### src/rtl/mux_arb_pkg.sv
// Shared types and helpers for the round-robin mux select arbiter.
package mux_arb_pkg;

  localparam int N_REQ = 8;
  localparam int SEL_W = 3;

  typedef enum logic {
    IDLE  = 1'b0,
    GRANT = 1'b1
  } arb_state_e;

  function automatic logic [N_REQ-1:0] onehot(input logic [SEL_W-1:0] s);
    logic [N_REQ-1:0] v;
    v    = '0;
    v[s] = 1'b1;
    return v;
  endfunction

endpackage

### src/rtl/mux_sel_arbiter_rr_pick8.sv
// Combinational round-robin picker: first set request after 'last', wrapping 7->0.
module rr_pick8
  import mux_arb_pkg::*;
(
  input  logic [N_REQ-1:0] req,
  input  logic [SEL_W-1:0] last,
  output logic             any,
  output logic [SEL_W-1:0] win
);

  logic [SEL_W-1:0] idx;

  // Offset 8 wraps back to 'last' itself, so a lone re-requester still wins.
  always_comb begin
    any = 1'b0;
    win = '0;
    idx = '0;
    for (int i = 1; i <= N_REQ; i++) begin
      idx = last + SEL_W'(i);
      if (!any && req[idx]) begin
        any = 1'b1;
        win = idx;
      end
    end
  end

endmodule

### src/rtl/mux_sel_arbiter.sv
// Round-robin arbiter driving the 8:1 mux select and a one-hot grant vector.
module mux_sel_arbiter
  import mux_arb_pkg::*;
#(
  parameter int MAX_HOLD = 16,
  parameter int CNT_W    = 8
) (
  input  logic             clk,
  input  logic             rst,
  input  logic [N_REQ-1:0] req,
  input  logic             done,
  output logic [SEL_W-1:0] sel,
  output logic [N_REQ-1:0] grant,
  output logic             busy,
  output logic             timeout
);

  arb_state_e       state_q, state_d;
  logic [SEL_W-1:0] sel_q, sel_d;
  logic [N_REQ-1:0] grant_q, grant_d;
  logic             busy_q, busy_d;
  logic             timeout_q, timeout_d;
  logic [SEL_W-1:0] last_q, last_d;
  logic [CNT_W-1:0] hold_q, hold_d;

  logic             pick_any;
  logic [SEL_W-1:0] pick_win;
  logic             owner_drop;
  logic             hold_max;

  rr_pick8 u_pick (
    .req  (req),
    .last (last_q),
    .any  (pick_any),
    .win  (pick_win)
  );

  assign owner_drop = ~req[sel_q];
  assign hold_max   = (hold_q == CNT_W'(MAX_HOLD));

  always_comb begin
    state_d   = state_q;
    sel_d     = sel_q;
    grant_d   = grant_q;
    busy_d    = busy_q;
    timeout_d = 1'b0;
    last_d    = last_q;
    hold_d    = hold_q;
    case (state_q)
      IDLE: begin
        grant_d = '0;
        busy_d  = 1'b0;
        if (pick_any) begin
          state_d = GRANT;
          sel_d   = pick_win;
          grant_d = onehot(pick_win);
          last_d  = pick_win;
          busy_d  = 1'b1;
          hold_d  = CNT_W'(1);
        end
      end
      GRANT: begin
        if (done || owner_drop || hold_max) begin
          state_d   = IDLE;
          grant_d   = '0;
          busy_d    = 1'b0;
          // A forced release only counts as a timeout when nothing else ended the grant.
          timeout_d = hold_max && !done && !owner_drop;
        end else if (!hold_max) begin
          hold_d = hold_q + CNT_W'(1);
        end
      end
      default: begin
        state_d = IDLE;
        grant_d = '0;
        busy_d  = 1'b0;
      end
    endcase
  end

  always_ff @(posedge clk or posedge rst) begin
    if (rst) begin
      state_q   <= IDLE;
      sel_q     <= '0;
      grant_q   <= '0;
      busy_q    <= 1'b0;
      timeout_q <= 1'b0;
      last_q    <= SEL_W'(N_REQ - 1);
      hold_q    <= '0;
    end else begin
      state_q   <= state_d;
      sel_q     <= sel_d;
      grant_q   <= grant_d;
      busy_q    <= busy_d;
      timeout_q <= timeout_d;
      last_q    <= last_d;
      hold_q    <= hold_d;
    end
  end

  assign sel     = sel_q;
  assign grant   = grant_q;
  assign busy    = busy_q;
  assign timeout = timeout_q;

  a_grant_onehot0 : assert property (@(posedge clk) disable iff (rst) $onehot0(grant_q));
  a_grant_matches_sel : assert property (@(posedge clk) disable iff (rst)
    (grant_q != '0) |-> (grant_q == onehot(sel_q)));

endmodule

### config.mk
export PLATFORM = sky130hd
export DESIGN_NAME = mux_sel_arbiter
export DESIGN_NICKNAME = d
export VERILOG_FILES = /design/src/rtl/mux_arb_pkg.sv /design/src/rtl/mux_sel_arbiter_rr_pick8.sv /design/src/rtl/mux_sel_arbiter.sv
export SDC_FILE = /design/constraint.sdc
export NUM_CORES = 1
export LEC_CHECK = 0
export ABC_AREA = 1
export CAP_MARGIN = 10
export CORE_ASPECT_RATIO = 2
export CORE_UTILIZATION = 56
export DETAILED_ROUTE_END_ITERATION = 12
export PLACE_DENSITY_LB_ADDON = 0.05
export REMOVE_ABC_BUFFERS = 1
export SYNTH_ARGS = -nofsm -noshare
export SYNTH_HDL_FRONTEND = slang
export SYNTH_HIERARCHICAL = 1
export SYNTH_SLANG_ARGS = --single-unit
### constraint.sdc
create_clock -name clk -period 3.62 [get_ports clk]
set_input_delay 0.724 -clock clk [delete_from_list [all_inputs] [get_ports clk]]
set_output_delay 0.724 -clock clk [all_outputs]
set_load 0.005 [all_outputs]
==> images/placed.png <==
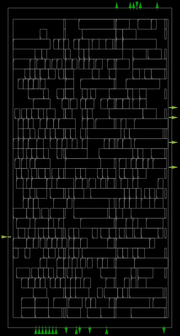
fillcell total: 333
n_taps: 48

==> images/sizing.png <==
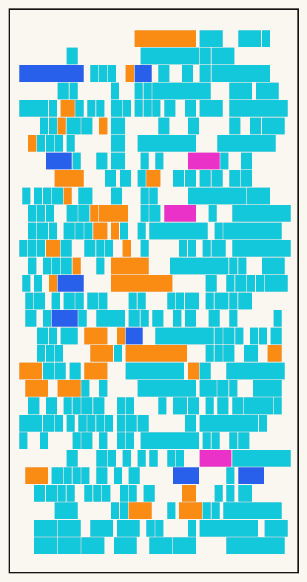
Key: cyan = x1 and smaller [cells 283, share 87%]; magenta = x6 and larger [cells 3, share 0.92%]; blue = x3 and x4 [cells 8, share 2.4%]; orange = x2 [cells 33, share 10%]
P&R area growth vs syn: 14.3%
bufs w/o clock: 25
Final WS setup: 0.620 ns

==> results.json <==
{
  "status": "finished, final reports clean",
  "slew_violations": 0,
  "synth_seq_share_pct": 30.8,
  "ys_async_sr_fraction_pct": 100,
  "drc": 0,
  "root_buffer": "clkbuf_8",
  "drive_gt1_share_pct": 13.5,
  "warnings": 27,
  "tritoncts": "done",
  "cts.clk_slew.worst_paths_ns": 0.09,
  "ys_area_um2": 2040,
  "top_area_share_pct": 27.0,
  "cpMostUsedCell": "nand2_1",
  "final-seq-area_um2": 629,
  "top_cell": "nand2_1",
  "hold_buffers": 0,
  "htree_levels": 1,
  "rows": 30,
  "worstPathRequired_ns": 3.78,
  "insertion_delay_ns": 0.27,
  "cts_resized": 0,
  "grt_overflow": 0,
  "cts_buffers": 3,
  "antenna_left": 0,
  "rsz0062_at_grt": "no",
  "setup_violations": 0,
  "via_per_inst": 5.47,
  "dr.pass1.iters": 4,
  "top_area_cell": "dfrtp_1",
  "top_cells_by_count": "nand2_1, nand3_1, inv_1, dfrtp_1, nor2_1",
  "maxCapViolations": 0,
  "setup.worst_path.class": "reg -> reg",
  "syn_area_um2": 2040,
  "ff_type": "dfrtp_1",
  "cp_max_fo": 11,
  "fp_util_pct": 59.1,
  "synthAdderAreaFrac_pct": 2.45,
  "whs_ns": 0.516,
  "wl_um": 5050,
  "cp_slowest_cell": "dfstp_2",
  "io_pins": 24,
  "place_congestion": 0.917,
  "core_um2": 3450,
  "min_period_over_period_pct": 82.9,
  "fp.dieArea_um2": 3910,
  "crit_path_start_kind": "flip-flop",
  "n_antenna_cell": 0,
  "cp_num_buf_inv": 3,
  "cts_buffer_depth": 2,
  "vias": 2052,
  "setup_tns_ns": 0,
  "nNetsFinal": 343,
  "drt_iter0_drc": 47,
  "ys_sh_aoi_pct": 5.58,
  "synth-simple-area-share_pct": 48.5,
  "max_clock_freq_mhz": 333,
  "synthCells": 305,
  "antenna_found_initial": 0,
  "syn_avg_cell_area_um2": 6.69,
  "slew_headroom_pct": 39.2,
  "endpoint_kind": "flip-flop",
  "comb_area_um2": 1200,
  "ys_seq_elements": 25,
  "clock_skew_ns": 0.00387,
  "worst_ep_arrival_time_ns": 3.16,
  "hpwl_um": 4200,
  "clock-sinks": 25,
  "yosys.cell_types.count": 30,
  "logic_family": "simple AND/OR/NAND/NOR gates",
  "hp-class": "reg -> reg",
  "crit_path_max_incr_delay_ns": 0.55,
  "post_cts_buffers": 0,
  "synth-edff-count": 0,
  "crit_family": "simple AND/OR/NAND/NOR gates",
  "grtUsageTotal_pct": 29.8,
  "grt_pass1_vias": 2037,
  "tightest_slew_ns": 0.911,
  "path_cells": "inv_2, ha_1, inv_2, nand3_1, nand2_1, nand2_1, nand2_2, nand4_2, nor2_4, nand3_1, nand2_1, inv_1, nand2_1, o21ai_0",
  "grt_max_degree": 26,
  "ys.warnings.count": 6,
  "area_leaders": "dfrtp_1, nand2_1, nand3_1",
  "wl_per_cell_um": 13.5,
  "mux_share_pct": 0,
  "grt_pass1_wl_um": 8490,
  "synthXorXnorAreaFrac_pct": 2.14,
  "post-route-min-period_ns": 3.00,
  "ys_cells": 305,
  "hold_viol_final": 0
}
==> images/pinout.png <==
The bar under the picture is 10 um long. Pins as bars across the die edge, other pins in gray.
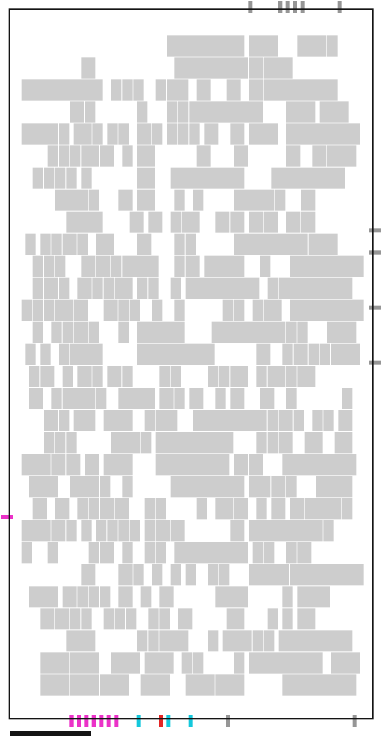
Key: cyan = sel [pins 3, direction output, edge south]; red = clk [pins 1, direction input, edge south]; magenta = req [pins 8, direction input, edge 7 south, 1 west]
All pins by edge: 13 south, 6 north, 4 east, 1 west.
Chip Width: 44.7 um
Buffers on Ports: 23
die height: 87.4 um

kinds of logic after synthesis:
family,after synthesis
flip-flops,25
AND-OR/OR-AND,20
AND/OR/NAND/NOR,206
adder cells (fa/ha/maj),4
buffers and inverters,48
XOR/XNOR,2
area by class of cell:
cell class | instances | share of cell area (%)
well taps | 48 | 2.57
flip-flops and latches | 25 | 27.0
repair buffers | 25 | 10.5
inverters | 41 | 6.60
multi-input cells | 232 | 51.4
clock inverters | 1 | 0.214
clock buffers | 3 | 1.77
tightest hold or removal path, cell delays in order, from the launching register on:
cell and delay [ns]:
dfrtp_1 0.36, nand3_1 0.08, nand2_1 0.05
worst paths after layout:
check / to / start / slack, ns / cells after the start
setup / recovery: grant[1] / last_q[0] / 0.62 / 14
hold / removal: busy / busy / 0.52 / 2
setup reg to reg: grant[1] / last_q[0] / 0.62 / 14
hold reg to reg: busy / busy / 0.52 / 2
max in group asynchronous: hold_q[1] / rst / 2.12 / 2
min in group asynchronous: grant[4] / rst / 0.94 / 2
routing by layer:
metal,vias to the layer above,routed length (um),GRT usage [%]
met1,953,1770,26.0
met2,39,2870,56.6
met3,25,56,1.04
met4,0,356,26.2
met5,-,0,0
li1,1035,-,-
placed cells by master, fill, tap and decap left out, types with 2 or more instances in the layout:
cell type / synthesis / routed
nand4_1: 9 / 9
nor3_1: 2 / 2
o21ai_1: 3 / 3
nor2_1: 17 / 17
inv_1: 30 / 30
inv_2: 11 / 11
buf_4: 0 / 2
clkbuf_8: 0 / 3
dfrtp_1: 22 / 22
ha_1: 4 / 4
o21ai_0: 12 / 12
clkdlybuf4s50_1: 0 / 23
nand3_1: 56 / 56
nand3_2: 9 / 9
nand2_2: 3 / 3
dfstp_2: 3 / 3
or2_2: 2 / 2
nor2_4: 4 / 4
nand2_1: 99 / 99
stage by stage:
stage / util (%) / worst slack, ns / cells / cell area [um^2]
2_1_floorplan: - / 0.948 / 298 / 1980
3_3_place_gp: 66.2 / 0.614 / 371 / 2290
3_5_place_dp: 66.2 / 0.514 / 371 / 2290
4_1_cts: 67.6 / 0.611 / 375 / 2330
5_1_grt: 67.6 / 0.293 / 375 / 2330
6_report: 67.6 / 0.620 / 375 / 2330
state kept, by name, summed over array words and instances, names as in the netlist:
register,count
sel,3
timeout,1
busy,1
grant,8
hold_q,8
state_q,1
last_q,3
